Nets reached from selected ports:
(2 px per µm)
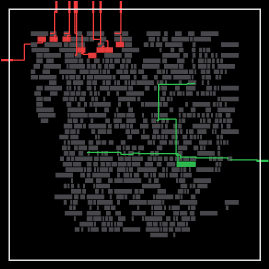
Placed standard cells:
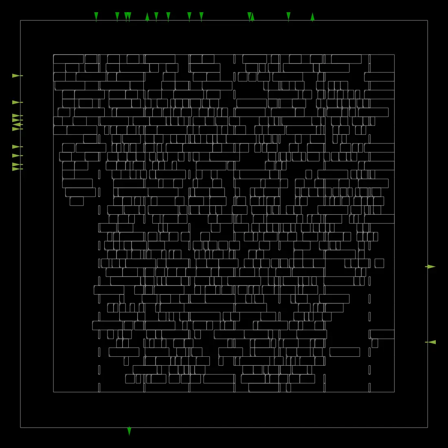
Placement density heat map:
(3 px per µm) 12 x 12 tiles, from dark blue (low) to red (high), 0 to 100% covered.
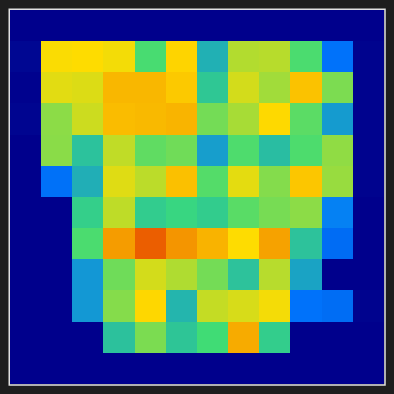
Placed cells, one color a class:
(3 px per µm)
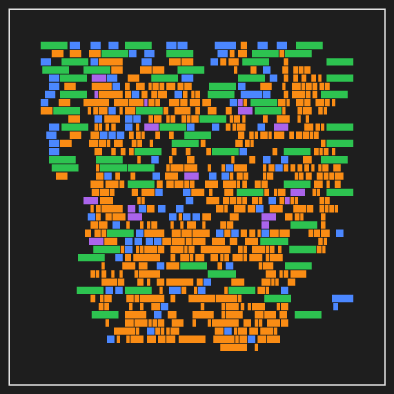
Metal 1:
(4 px per µm) Supply wires on this layer in gray. Cells faint in the background.
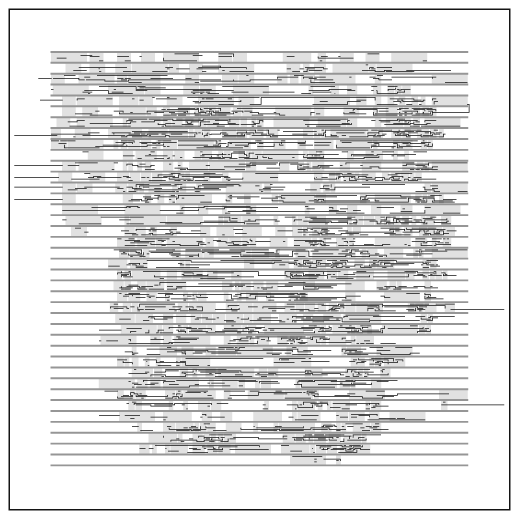
===== src/rtl/line_step_ctrl.sv =====
// Two-axis line stepper: Bresenham over |dx|,|dy| emitting handshaked X/Y step
// requests. A single saturating magnitude unit is time-shared across both deltas.
module line_step_ctrl #(
  parameter int NUM_BITS = 8
) (
  input  logic                clk,
  input  logic                reset_n,
  input  logic                start,
  input  logic [NUM_BITS-1:0] dx,
  input  logic [NUM_BITS-1:0] dy,
  output logic                rdy,
  output logic                step_x,
  output logic                step_y,
  output logic                dir_x,
  output logic                dir_y,
  input  logic                step_ack,
  output logic                done
);
  localparam int MW = NUM_BITS - 1;
  localparam int EW = NUM_BITS + 2;

  typedef enum logic [2:0] {IDLE, ABS_X, ABS_Y, INIT, STEP, WAIT_ACK, DONE} state_t;
  state_t r_state, w_state_nxt;

  logic [NUM_BITS-1:0] r_dx, r_dy, w_abs_in;
  logic [MW-1:0]       w_abs_out, r_adx, r_ady, r_rem_x, r_rem_y, w_rem_x_nxt, w_rem_y_nxt;
  logic signed [EW-1:0] r_err, w_adx_e, w_ady_e, w_err_nxt;
  logic signed [EW:0]   w_e2, w_adx_c, w_ady_c;
  logic w_sx, w_sy, r_step_x, r_step_y, r_dir_x, r_dir_y, r_done;

  assign w_abs_in = (r_state == ABS_Y) ? r_dy : r_dx;

  line_step_abs #(.NUM_BITS(NUM_BITS)) u_abs (
    .i_val (w_abs_in),
    .o_mag (w_abs_out)
  );

  assign w_adx_e = $signed({{(EW-MW){1'b0}}, r_adx});
  assign w_ady_e = $signed({{(EW-MW){1'b0}}, r_ady});
  assign w_adx_c = $signed({{(EW+1-MW){1'b0}}, r_adx});
  assign w_ady_c = $signed({{(EW+1-MW){1'b0}}, r_ady});
  assign w_e2    = $signed({r_err, 1'b0});

  assign w_sx = (w_e2 > -w_ady_c) && (r_rem_x != '0);
  assign w_sy = (w_e2 <  w_adx_c) && (r_rem_y != '0);

  // The registered step bits double as the remembered sx/sy for the ack update.
  assign w_err_nxt   = r_err - (r_step_x ? w_ady_e : {EW{1'b0}})
                             + (r_step_y ? w_adx_e : {EW{1'b0}});
  assign w_rem_x_nxt = r_rem_x - MW'(r_step_x);
  assign w_rem_y_nxt = r_rem_y - MW'(r_step_y);

  always_ff @(posedge clk or negedge reset_n) begin
    if (!reset_n) r_state <= IDLE;
    else          r_state <= w_state_nxt;
  end

  always_comb begin
    w_state_nxt = r_state;
    case (r_state)
      IDLE:     if (start) w_state_nxt = ABS_X;
      ABS_X:    w_state_nxt = ABS_Y;
      ABS_Y:    w_state_nxt = INIT;
      INIT:     w_state_nxt = (r_adx == '0 && r_ady == '0) ? DONE : STEP;
      STEP:     w_state_nxt = WAIT_ACK;
      WAIT_ACK: if (step_ack)
                  w_state_nxt = (w_rem_x_nxt == '0 && w_rem_y_nxt == '0) ? DONE : STEP;
      DONE:     w_state_nxt = IDLE;
      default:  w_state_nxt = IDLE;
    endcase
  end

  always_ff @(posedge clk or negedge reset_n) begin
    if (!reset_n) begin
      r_dx     <= '0;
      r_dy     <= '0;
      r_adx    <= '0;
      r_ady    <= '0;
      r_rem_x  <= '0;
      r_rem_y  <= '0;
      r_err    <= '0;
      r_step_x <= 1'b0;
      r_step_y <= 1'b0;
      r_dir_x  <= 1'b0;
      r_dir_y  <= 1'b0;
      r_done   <= 1'b0;
    end else begin
      r_done <= (r_state == DONE);
      case (r_state)
        IDLE: if (start) begin
          r_dx    <= dx;
          r_dy    <= dy;
          r_dir_x <= dx[NUM_BITS-1];
          r_dir_y <= dy[NUM_BITS-1];
        end
        ABS_X: r_adx <= w_abs_out;
        ABS_Y: r_ady <= w_abs_out;
        INIT: begin
          r_rem_x <= r_adx;
          r_rem_y <= r_ady;
          r_err   <= w_adx_e - w_ady_e;
        end
        STEP: begin
          r_step_x <= w_sx;
          r_step_y <= w_sy;
        end
        WAIT_ACK: if (step_ack) begin
          r_step_x <= 1'b0;
          r_step_y <= 1'b0;
          r_err    <= w_err_nxt;
          r_rem_x  <= w_rem_x_nxt;
          r_rem_y  <= w_rem_y_nxt;
        end
        default: ;
      endcase
    end
  end

  assign rdy    = (r_state == IDLE);
  assign step_x = r_step_x;
  assign step_y = r_step_y;
  assign dir_x  = r_dir_x;
  assign dir_y  = r_dir_y;
  assign done   = r_done;
endmodule

// Magnitude of a signed value; the most negative input saturates to all ones.
module line_step_abs #(
  parameter int NUM_BITS = 8
) (
  input  logic [NUM_BITS-1:0] i_val,
  output logic [NUM_BITS-2:0] o_mag
);
  logic [NUM_BITS-1:0] w_neg;
  assign w_neg = -i_val;

  always_comb begin
    o_mag = i_val[NUM_BITS-2:0];
    if (i_val[NUM_BITS-1]) o_mag = w_neg[NUM_BITS-1] ? '1 : w_neg[NUM_BITS-2:0];
  end
endmodule


===== config.mk =====
export PLATFORM = sky130hd
export DESIGN_NAME = line_step_ctrl
export DESIGN_NICKNAME = d
export VERILOG_FILES = /design/src/rtl/line_step_ctrl.sv
export SDC_FILE = /design/constraint.sdc
export NUM_CORES = 1
export LEC_CHECK = 0
export ABC_AREA = 0
export ABC_CLOCK_PERIOD_IN_PS = 2400
export CAP_MARGIN = 20
export CORE_MARGIN = 10
export CORE_UTILIZATION = 42
export DETAILED_ROUTE_END_ITERATION = 10
export PLACE_DENSITY = 0.59
export SYNTH_ARGS = -nofsm -noshare
export SYNTH_HDL_FRONTEND = slang
export SYNTH_SLANG_ARGS = --single-unit

===== constraint.sdc =====
create_clock -name clk -period 2.4 [get_ports clk]
set_clock_uncertainty 0.05 [all_clocks]
set_input_delay 0.72 -clock clk [delete_from_list [all_inputs] [get_ports clk]]
set_output_delay 0.72 -clock clk [all_outputs]
set_load 0.05 [all_outputs]

==> flow_metrics.tcl <==
# yosys + openroad results
set metrics [dict create \
    cp.depth 10 \
    r2r-start "step_x" \
    setup_viol 6 \
    htreeDepth 3 \
    area_leaders "dfrtp_1, ha_1, a21oi_1, mux2_1, inv_1" \
    drive_gt1_share_pct 22.71 \
    clock_path_buffers 2 \
    yosys.area.top_type_share_pct 32.60 \
    fin_crit_sh_pct 104.7 \
    netlist_area_mm2 0.004606 \
    crit_slowest_cell "fa_1" \
    syn_area_per_cell_um2 8.641 \
    crit_required_ns 2.61 \
    ys_cells 533 \
    reg2reg_to "r_err[8]" \
    critPathArrivalTime_ns 2.72 \
    top_layer_used "met4" \
    place_area_mm2 0.005539 \
    end_kind "flip-flop" \
    met1_length_um 5990 \
    cts_buffers 9 \
    viasPerCell 5.572 \
    violations "setup timing" \
    synthesis.nets 601 \
    finalSetupTns_ns -0.4072 \
    synth.distinct_cells 55 \
    portBuffers 25 \
    final_common_cell "buf_4" \
    synth.top_cells.by_count "dfrtp_1, inv_1, nor2_1" \
    vias 4240 \
    status "complete, but fails checks" \
    hold_ws_ns 0.3017 \
    grt_pass1_wl_um 21550 \
    fin_ws_ns -0.1129 \
    max_clock_freq_ghz 0.3979 \
    wl_met2_um 6669 \
    layout_top_cells "buf_4, dfrtp_1, inv_1, nor2_1, a21oi_1" \
    synth_flops 60 \
    diodes 0 \
    synth_async_sr_flop_share_pct 100.0 \
    largest_reg_flops 10 \
    critPathMaxFanout 7 \
    drtAntennaViolNets 0 \
    largest_area_cell "dfrtp_1" \
    first_iter_violations 343 \
    grt_pass1_vias 4184 \
    drv_slew 0 \
    num_io_pins 26 \
    yosys_warnings 0 \
    critical_path.startpoint_type "flip-flop" \
    busiest_layer "met2" \
]
About 'nets reached from selected ports':
- green: step_y (direction output; end cells 1; buffers 2; wire 169 µm)
- red: dx (direction input; end cells 8; buffers 8; wire 176 µm)

About 'placed standard cells':
flop share of the area: 25.29%
total core area: 0.01079 mm²

About 'placement density heat map':
- fullest tile: 89%
- densest ninth of the die: center
- emptiest ninth of the die: lower left
- mean over tiles: 37%
- nearly empty tiles: 37%
fp_density: 42.67%
final core occ: 55.09%

About 'placed cells, one color a class':
- blue: other buffers and delay cells (cells 95; share of their area 14%)
- purple: clock drivers and dummy loads (cells 16; share of their area 2.9%)
- orange: combinational and other logic (cells 450; share of their area 57%)
- green: flops (cells 60; share of their area 26%)
cell area after layout: 0.005946 mm²
Site Rows: 38

About 'metal 1':
- main direction: horizontal
- longest straight run: 38.2 µm
- share of all routed wire: 45%

## kinds of logic (layout without fill, tap and decap cells)
logic type	Yosys count	in the layout	synth area share [%]
AND-OR/OR-AND	147	147	19.78
XOR/XNOR	24	24	4.564
adder cells (fa/ha/maj)	48	48	14.34
buffers and inverters	71	159	5.922
flip-flops	60	60	32.60
multiplexers	22	22	5.488
AND/OR/NAND/NOR	161	161	17.31
## what timing repair did
item,in CTS,in global routing
buffers inserted,7,2
setup endpoints to repair,8,10
pin swaps,12,23
endpoints found under the hold margin,0,0
gates resized,12,19
hold buffers,0,0
## final cells by class
type / instances / area [µm²]
fillers: 977 / 4847
multi-input cells: 402 / 3113
clock buffers: 12 / 145.1
well taps: 140 / 175.2
flip-flops and latches: 60 / 1504
repair buffers: 95 / 803.3
clock inverters: 4 / 25.02
inverters: 48 / 180.2
